$ cat src/rtl/time_uart_tx.sv
// Clock-time UART transmitter: snapshots Hour/Min/Sec on request and sends
// the 10-byte ASCII frame "HH:MM:SS\r\n" as 8N1, LSB first.
module time_uart_tx #(
  parameter int unsigned CLK_FREQ = 50000000,
  parameter int unsigned BAUD     = 115200
) (
  input  logic       clk,
  input  logic       reset,
  input  logic [6:0] Sec,
  input  logic [6:0] Min,
  input  logic [6:0] Hour,
  input  logic       send,
  output logic       tx,
  output logic       busy,
  output logic       done
);

  localparam int unsigned CLKS_PER_BIT = CLK_FREQ / BAUD;
  localparam int unsigned CNT_W        = (CLKS_PER_BIT > 2) ? $clog2(CLKS_PER_BIT) : 1;
  localparam int unsigned LAST_BYTE    = 9;

  typedef enum logic [1:0] {IDLE, START, DATA, STOP} state_t;

  state_t           state;
  logic [CNT_W-1:0] baud_cnt;
  logic [2:0]       bit_idx;
  logic [3:0]       byte_idx;
  logic [6:0]       hour_q;
  logic [6:0]       min_q;
  logic [6:0]       sec_q;
  logic [7:0]       cur_byte_c;
  logic             bit_end_c;

  function automatic logic [6:0] sat99(input logic [6:0] v);
    return (v > 7'd99) ? 7'd99 : v;
  endfunction

  function automatic logic [7:0] tens_char(input logic [6:0] v);
    return 8'h30 + 8'(v / 7'd10);
  endfunction

  function automatic logic [7:0] units_char(input logic [6:0] v);
    return 8'h30 + 8'(v % 7'd10);
  endfunction

  assign bit_end_c = (baud_cnt == CNT_W'(CLKS_PER_BIT - 1));

  // Character for the current byte slot, always taken from the snapshot.
  always_comb begin
    cur_byte_c = 8'h0A;
    case (byte_idx)
      4'd0:    cur_byte_c = tens_char(hour_q);
      4'd1:    cur_byte_c = units_char(hour_q);
      4'd2:    cur_byte_c = 8'h3A;
      4'd3:    cur_byte_c = tens_char(min_q);
      4'd4:    cur_byte_c = units_char(min_q);
      4'd5:    cur_byte_c = 8'h3A;
      4'd6:    cur_byte_c = tens_char(sec_q);
      4'd7:    cur_byte_c = units_char(sec_q);
      4'd8:    cur_byte_c = 8'h0D;
      default: cur_byte_c = 8'h0A;
    endcase
  end

  always_ff @(posedge clk or negedge reset) begin
    if (!reset) begin
      state    <= IDLE;
      baud_cnt <= '0;
      bit_idx  <= '0;
      byte_idx <= '0;
      hour_q   <= '0;
      min_q    <= '0;
      sec_q    <= '0;
      tx       <= 1'b1;
      busy     <= 1'b0;
      done     <= 1'b0;
    end else begin
      done <= 1'b0;
      case (state)
        IDLE: begin
          tx   <= 1'b1;
          busy <= 1'b0;
          if (send) begin
            hour_q   <= sat99(Hour);
            min_q    <= sat99(Min);
            sec_q    <= sat99(Sec);
            byte_idx <= '0;
            baud_cnt <= '0;
            state    <= START;
            tx       <= 1'b0;
            busy     <= 1'b1;
          end
        end
        START: begin
          if (bit_end_c) begin
            baud_cnt <= '0;
            bit_idx  <= '0;
            state    <= DATA;
            tx       <= cur_byte_c[0];
          end else begin
            baud_cnt <= baud_cnt + CNT_W'(1);
          end
        end
        DATA: begin
          if (bit_end_c) begin
            baud_cnt <= '0;
            if (bit_idx == 3'd7) begin
              state <= STOP;
              tx    <= 1'b1;
            end else begin
              bit_idx <= bit_idx + 3'd1;
              tx      <= cur_byte_c[bit_idx + 3'd1];
            end
          end else begin
            baud_cnt <= baud_cnt + CNT_W'(1);
          end
        end
        STOP: begin
          if (bit_end_c) begin
            baud_cnt <= '0;
            if (byte_idx == 4'(LAST_BYTE)) begin
              state <= IDLE;
              busy  <= 1'b0;
              done  <= 1'b1;
            end else begin
              byte_idx <= byte_idx + 4'd1;
              state    <= START;
              tx       <= 1'b0;
            end
          end else begin
            baud_cnt <= baud_cnt + CNT_W'(1);
          end
        end
        default: state <= IDLE;
      endcase
    end
  end

endmodule
$ cat config.mk
export PLATFORM = sky130hd
export DESIGN_NAME = time_uart_tx
export DESIGN_NICKNAME = d
export VERILOG_FILES = /design/src/rtl/time_uart_tx.sv
export SDC_FILE = /design/constraint.sdc
export NUM_CORES = 1
export LEC_CHECK = 0
export ABC_CLOCK_PERIOD_IN_PS = 5600
export CAP_MARGIN = 5
export CORE_MARGIN = 4
export CORE_UTILIZATION = 65
export DETAILED_ROUTE_END_ITERATION = 8
export PLACE_DENSITY_LB_ADDON = 0.3
export SYNTH_ARGS = -nofsm -noshare
export SYNTH_HDL_FRONTEND = slang
export SYNTH_SLANG_ARGS = --single-unit
$ cat constraint.sdc
create_clock -name clk -period 5.6 [get_ports clk]
set_input_delay 1.4 -clock clk [delete_from_list [all_inputs] [get_ports clk]]
set_output_delay 1.4 -clock clk [all_outputs]
set_load 0.05 [all_outputs]
Figure 1. Selected gate families.
The bar under the picture is 20 µm long.
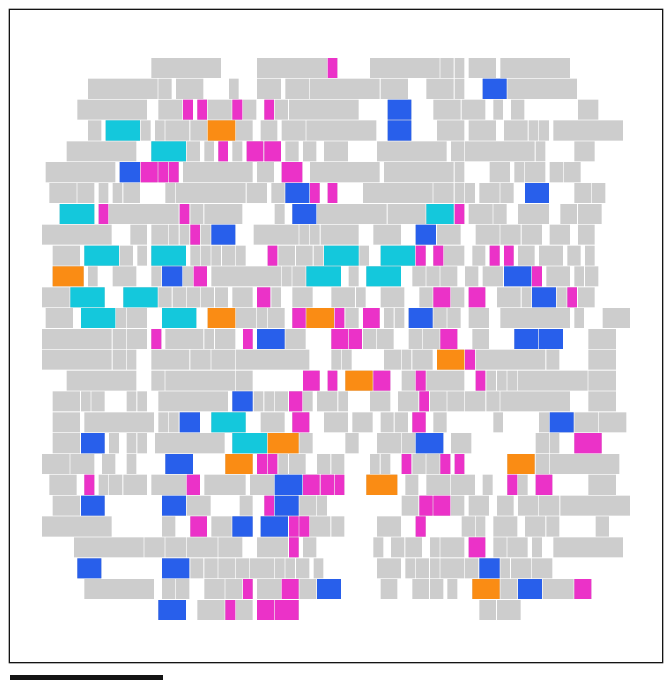
colour	family	cells
blue	AND-OR and OR-AND gates	34
cyan	adder and majority cells	16
magenta	NOR gates	75
orange	multiplexers	11

==> Changelog: implementation <==
### Metrics

- Filler cells: 428
- WL met3: 618 µm
- Synth-to-Final Area Change: 7.42%
- Comb. cell area: 0.00259 mm²
- Top-area cell share: 26.6%
- Slew HR: a little under two fifths
- Taps Inserted: 72
- RD Place Congestion: between 0.9 and 1
- Flop-to-flop setup slack: 2.34 ns
- Yosys warnings: 0
- M2 GR Usage: between 40 and 50%
- Synth Flop Type: dfrtp_1
- Clkbuf count: 7
- Area of the core: 0.00564 mm²
- Non-clk bufs: 26
- Biggest Area Class: multi-input combinational cells
- Clk ins delay skew pair: 0.30 ns
- # DRC: 0
- CTS tree: yes
- Max Clock Skew: 0.00927 ns
- Status: completed
- Leading area contributor after synthesis: dfrtp_1
- Yosys Instances: 499
- NetSw: 0.701 mW
- IO Pins: 27
- Total power: 1.52 mW
- M1 WL: 4230 µm
- Hold-critical path endpoint: bit_idx[2]
- Fraction of layout cells with a size suffix above 1: 4.58%
- Async SR Flop Fraction: 100%
- RSZ-0062 raised after global routing: no
- Post-synth seq share: 27.2%
- Pins Over Slew Limit: 0
- Slew @ Worst Pin: 0.924 ns
- WL/cell: 16.9 µm
- Row count: 27
- Max VDD drop: 268 µV
- Multi-input gate share of total cell area: a little over three fifths
- Worst path arrival time: 3.51 ns
- Registers: around 42
- Pwr per Cell Area: 366 mW/mm²
- Setup repair bufs after CTS: 0
- Synth top cell by count: nand2_1
- Top post-synthesis cells by count: 70 x nand2_1, 44 x nor2_1, 41 x dfrtp_1, 39 x o21ai_0, 22 x a21oi_1
- Clock-cell share of area: 2.20%
- Synthesized area: 0.00386 mm²
- Chip Area, Yosys: 0.00386 mm²
- Ys flops: between 40 and 50
- Chip width: 85.1 µm
- Signal inverters: 18
- Diodes inserted: 0
- Worst slack at placement: 2.36 ns
- Max_cap viols: 0
- Final worst hold slack: ~0.54 ns
- Via density: 6.70
- Post-detail-place hpwl: 6940 µm
- Top power consumer group: combinational cells
- Top Layout Cells: 70 x nand2_1, 44 x nor2_1, 41 x dfrtp_1
- # port buffers: 26
- Die height: 85.1 µm
- Setup TNS: 0 ns
- Hold buffers post-CTS: 0
- R2R Path Start: hour_q[3]
- Seq. cell area: roughly 0.0011 mm²
- CP Capture Type: register
- Final core occ: 73.5%
- Max Clock Freq: about 300 MHz
- Data required, critical path: 5.85 ns
- Seq area share: 25.4%
- Worst Hold Path Cells: 2
- Critical-path top delay cell: dfrtp_1
- Post-route antenna net violation count: 0
- Combinational gates: 408
- Top cells by area: dfrtp_1 27%, nand2_1 6.8%, o21ai_0 5.1%, ha_1 4.9%, nor2_1 4.3%
Figure 2. Metal 1.
The bar under the picture is 20 µm long. Supply wires on this layer in grey.
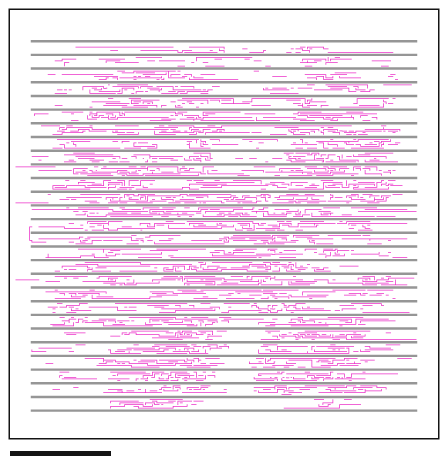
wire length on this layer	4230 µm
share of all routed wire	44%
nets with wire on the layer	483
longest straight run	28.1 µm
main direction	horizontal
vias: 3844
M1 GR Usage: 35.6%

-- flip-flops by register name, indices dropped and copies added (netlist names) --
register  count
busy          1
tx            1
min_q         7
bit_idx       3
sec_q         7
done          1
hour_q        7
baud_cnt      9
byte_idx      4
state         2
-- cell families (layout without fill, tap and decap cells) --
| logic type | Yosys count | count (layout) | share of synthesized area (%) |
|---|---|---|---|
| buffers and inverters | 49 | 52 | 5.64 |
| flip-flops | 42 | 42 | 27.2 |
| adder cells (fa/ha/maj) | 16 | 16 | 5.12 |
| AND-OR/OR-AND | 158 | 158 | 28.6 |
| XOR/XNOR | 11 | 11 | 2.49 |
| multiplexers | 11 | 11 | 2.95 |
| AND/OR/NAND/NOR | 212 | 212 | 27.9 |
Power is estimated from default activity; no workload was simulated.
